Figure 1. Where the registers sit.
(8 px per um)
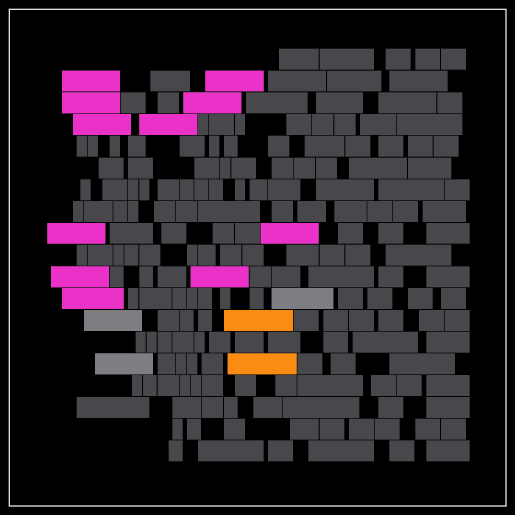
Figure 2. Zoomed window.
Region (36, 5) to (56, 25) um. Cells in grey, sequential cells in the stronger grey; small squares are vias.
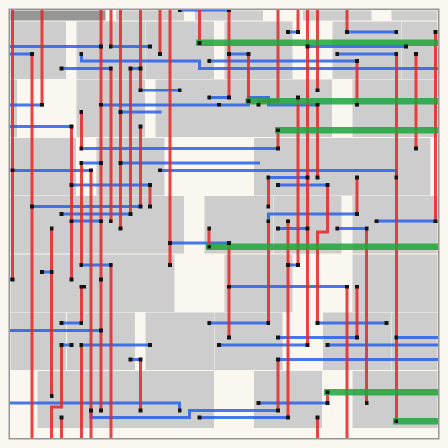
Figure 3. Clock network drawn from the DEF.
(4 px per um)
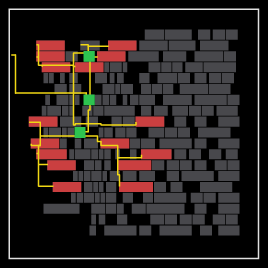
Figure 4. Wiring by layer.
(6 px per um)
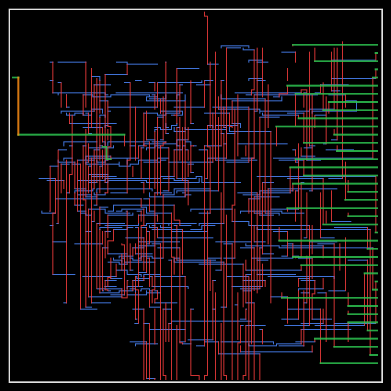
**src/rtl/uart_pkg.sv**
```systemverilog
// uart_pkg: shared UART constants, arbiter FSM state type and index-width helper
package uart_pkg;
  localparam int DBIT_DEF = 8;
  typedef enum logic {IDLE, GRANT} state_e;
  function automatic int idx_w(input int n);
    return n > 1 ? $clog2(n) : 1;
  endfunction
endpackage

```
**src/rtl/uart_rr_pick.sv**
```systemverilog
// uart_rr_pick: combinational rotating-priority encoder, search starts just after last_grant and wraps
module uart_rr_pick import uart_pkg::*; #(
  parameter int N = 4,
  parameter int W = idx_w(N)
) (
  input  logic [N-1:0] req,
  input  logic [W-1:0] last_grant,
  output logic         any,
  output logic [W-1:0] idx
);
  logic [W-1:0] j;
  always_comb begin
    idx = '0;
    j = '0;
    for (int k = N; k >= 1; k--) begin
      j = W'((int'(last_grant) + k) % N);
      idx = req[j] ? j : idx;
    end
    any = |req;
  end
endmodule

```
**src/rtl/uart_tx_arbiter.sv**
```systemverilog
// uart_tx_arbiter: round-robin packet arbiter sharing one UART TX FIFO port, with stall watchdog
module uart_tx_arbiter import uart_pkg::*; #(
  parameter int N_REQ = 4,
  parameter int DBIT = DBIT_DEF,
  parameter int TIMEOUT = 1024,
  localparam int GW = idx_w(N_REQ),
  localparam int CW = $clog2(TIMEOUT + 1)
) (
  input  logic              clk,
  input  logic              reset,
  input  logic [N_REQ-1:0]  req_valid,
  input  logic [N_REQ*DBIT-1:0] req_data,
  input  logic [N_REQ-1:0]  req_last,
  output logic [N_REQ-1:0]  req_ready,
  output logic [DBIT-1:0]   w_data,
  output logic              wr_uart,
  input  logic              tx_full,
  output logic [GW-1:0]     grant_id,
  output logic              busy,
  output logic              abort
);
  state_e state_q, state_d;
  logic [GW-1:0] grant_q, grant_d, last_q, last_d, win;
  logic [CW-1:0] cnt_q, cnt_d;
  logic any, valid_g;
  uart_rr_pick #(.N(N_REQ), .W(GW)) u_pick (
    .req(req_valid),
    .last_grant(last_q),
    .any(any),
    .idx(win)
  );
  always_comb begin
    valid_g = req_valid[grant_q];
    busy = state_q == GRANT;
    abort = busy && !valid_g && cnt_q == CW'(TIMEOUT - 1);
    wr_uart = busy && valid_g && !tx_full;
    req_ready = busy && !tx_full ? N_REQ'(1) << grant_q : '0;
    w_data = busy ? req_data[grant_q*DBIT +: DBIT] : '0;
    grant_id = grant_q;
    state_d = busy ? ((abort || (wr_uart && req_last[grant_q])) ? IDLE : GRANT) : (any ? GRANT : IDLE);
    grant_d = !busy && any ? win : grant_q;
    last_d = !busy && any ? win : last_q;
    cnt_d = !busy || wr_uart ? '0 : !valid_g ? cnt_q + 1'b1 : cnt_q;
  end
  always_ff @(posedge clk) begin
    if (reset) begin
      state_q <= IDLE;
      grant_q <= '0;
      last_q <= GW'(N_REQ - 1);
      cnt_q <= '0;
    end else begin
      state_q <= state_d;
      grant_q <= grant_d;
      last_q <= last_d;
      cnt_q <= cnt_d;
    end
  end
endmodule

```
**config.mk**
```make
export PLATFORM = sky130hd
export DESIGN_NAME = uart_tx_arbiter
export DESIGN_NICKNAME = d
export VERILOG_FILES = /design/src/rtl/uart_pkg.sv /design/src/rtl/uart_rr_pick.sv /design/src/rtl/uart_tx_arbiter.sv
export SDC_FILE = /design/constraint.sdc
export NUM_CORES = 1
export LEC_CHECK = 0
export CORE_MARGIN = 4
export CORE_UTILIZATION = 39
export DETAILED_ROUTE_END_ITERATION = 12
export PLACE_DENSITY = 0.8
export SLEW_MARGIN = 40
export SYNTH_ARGS = -nofsm -noshare
export SYNTH_HDL_FRONTEND = slang
export SYNTH_SLANG_ARGS = --single-unit
```
**constraint.sdc**
```tcl
create_clock -name clk -period 2.1 [get_ports clk]
set_input_delay 0.525 -clock clk [delete_from_list [all_inputs] [get_ports clk]]
set_output_delay 0.525 -clock clk [all_outputs]
set_load 0.05 [all_outputs]
```
==> flow_summary.html <==
<h3>Run summary</h3>
<table>
<tr><th>Metric</th><th>Value</th></tr>
<tr><th colspan="2">Power</th></tr>
<tr><td>Combinational Power</td><td>approximately 440 uW</td></tr>
<tr><th colspan="2">Status</th></tr>
<tr><td>Result of the run</td><td>finished, violations left</td></tr>
<tr><td>Failing checks</td><td>setup timing</td></tr>
<tr><th colspan="2">Finish</th></tr>
<tr><td>Clock Buffer Count</td><td>4</td></tr>
<tr><td>NumNets Final</td><td>between 200 and 250</td></tr>
<tr><td>MI comb area</td><td>850 um^2</td></tr>
<tr><td>Share of the final layout cell area in sequential cells</td><td>0.165</td></tr>
<tr><td>Top reg by flops</td><td>cnt_q</td></tr>
<tr><td>Non-Clock Buffer Area Fraction</td><td>0.369</td></tr>
<tr><td>Dominant class by area</td><td>logic gates</td></tr>
<tr><td>Clock tree cell share of total cell area</td><td>0.0181</td></tr>
<tr><td>Number of sequential storage elements</td><td>16</td></tr>
<tr><td>Multi-input gates</td><td>93</td></tr>
<tr><td>Most frequent logic cell in the layout</td><td>dlygate4sd2_1</td></tr>
<tr><th colspan="2">Global route</th></tr>
<tr><td>Overall overflow remaining after global route</td><td>0</td></tr>
<tr><td>Global routing usage on met3</td><td>0.0351</td></tr>
<tr><td>Antenna violations before repair</td><td>0</td></tr>
<tr><th colspan="2">Worst hold path</th></tr>
<tr><td>Worst hold-check path type</td><td>register to register</td></tr>
<tr><td>Hold wc startpoint</td><td>last_q[0]$_SDFFE_PP1P_</td></tr>
<tr><th colspan="2">Yosys</th></tr>
<tr><td>Multiplexer share of the synthesized area</td><td>0.231</td></tr>
<tr><td>Adder Area Share</td><td>0.0110</td></tr>
<tr><td>Synth area leader</td><td>dfxtp_1</td></tr>
<tr><td>Post-synth ARST share</td><td>0</td></tr>
<tr><td>Per-instance average area after synthesis</td><td>~9.5 um^2</td></tr>
<tr><th colspan="2">Timing</th></tr>
<tr><td>Setup slack after layout</td><td>-82.6 ps</td></tr>
<tr><td>Setup TNS Final</td><td>-525 ps</td></tr>
<tr><td>Setup violations, final</td><td>10</td></tr>
<tr><td>Final max-slew violation count</td><td>0</td></tr>
<tr><td>Tightest hold margin</td><td>approximately 530 ps</td></tr>
<tr><th colspan="2">Setup path</th></tr>
<tr><td>CP arrival</td><td>~1700 ps</td></tr>
<tr><td>End of the worst register-to-register path</td><td>cnt_q[9]$_SDFFE_PP0N_</td></tr>
<tr><td>Worst Path Max Fanout</td><td>8</td></tr>
<tr><td>Cell count of the worst reg-to-reg path</td><td>6</td></tr>
<tr><td>Kind of critical path</td><td>register to output port</td></tr>
<tr><th colspan="2">Placement</th></tr>
<tr><td>Number of instances in the placed design</td><td>214</td></tr>
<tr><td>Global placement routability congestion</td><td>0.734</td></tr>
<tr><th colspan="2">Floorplanning</th></tr>
<tr><td>Count of inserted tapcells</td><td>31</td></tr>
<tr><td>Die footprint</td><td>~3800 um^2</td></tr>
<tr><th colspan="2">Run</th></tr>
<tr><td>Number of logged tool warnings</td><td>29</td></tr>
<tr><td>Max-cap violations</td><td>0</td></tr>
<tr><th colspan="2">Detailed routing</th></tr>
<tr><td>Residual antenna-violating net count after detailed routing</td><td>0</td></tr>
<tr><td>Iteration tally of the first detailed-router pass</td><td>4</td></tr>
<tr><td>Post-detailed-route DRC marker count</td><td>0</td></tr>
<tr><th colspan="2">Clock network</th></tr>
<tr><td>Number of gates resized after CTS</td><td>a little under 80</td></tr>
</table>
## Picture notes: Figure 1
legend:
  magenta:
    signal: cnt_q
    flops: 11
  orange:
    signal: grant_id
    flops: 2
not coloured: 3

## Picture notes: Figure 2
legend:
  green:
    layer: M3
  blue:
    layer: M1
  red:
    layer: M2
most frequent: dlygate4sd2_1 (14)
sequential cells in the window: 0
cells with their middle in the window: 28

## Picture notes: Figure 3
legend:
  red:
    item: flip-flops
    count: 16
  green:
    item: clock-net drivers
    count: 3
  yellow:
    item: clock wires
    length: 185 um
routed clock nets: 4

## Picture notes: Figure 4
legend:
  green:
    layer: M3
    wire_length: 350 um
  red:
    layer: M2
    wire_length: 1990 um
  blue:
    layer: M1
    wire_length: 1340 um
  orange:
    layer: M4
    wire_length: 9.50 um
total length of routed wires: 3690 um
via count: 1176
total global routing track utilization: 0.197
Routed WL per cell: 16.7 um

No activity file was given, so power comes from the tool's default toggle rates.
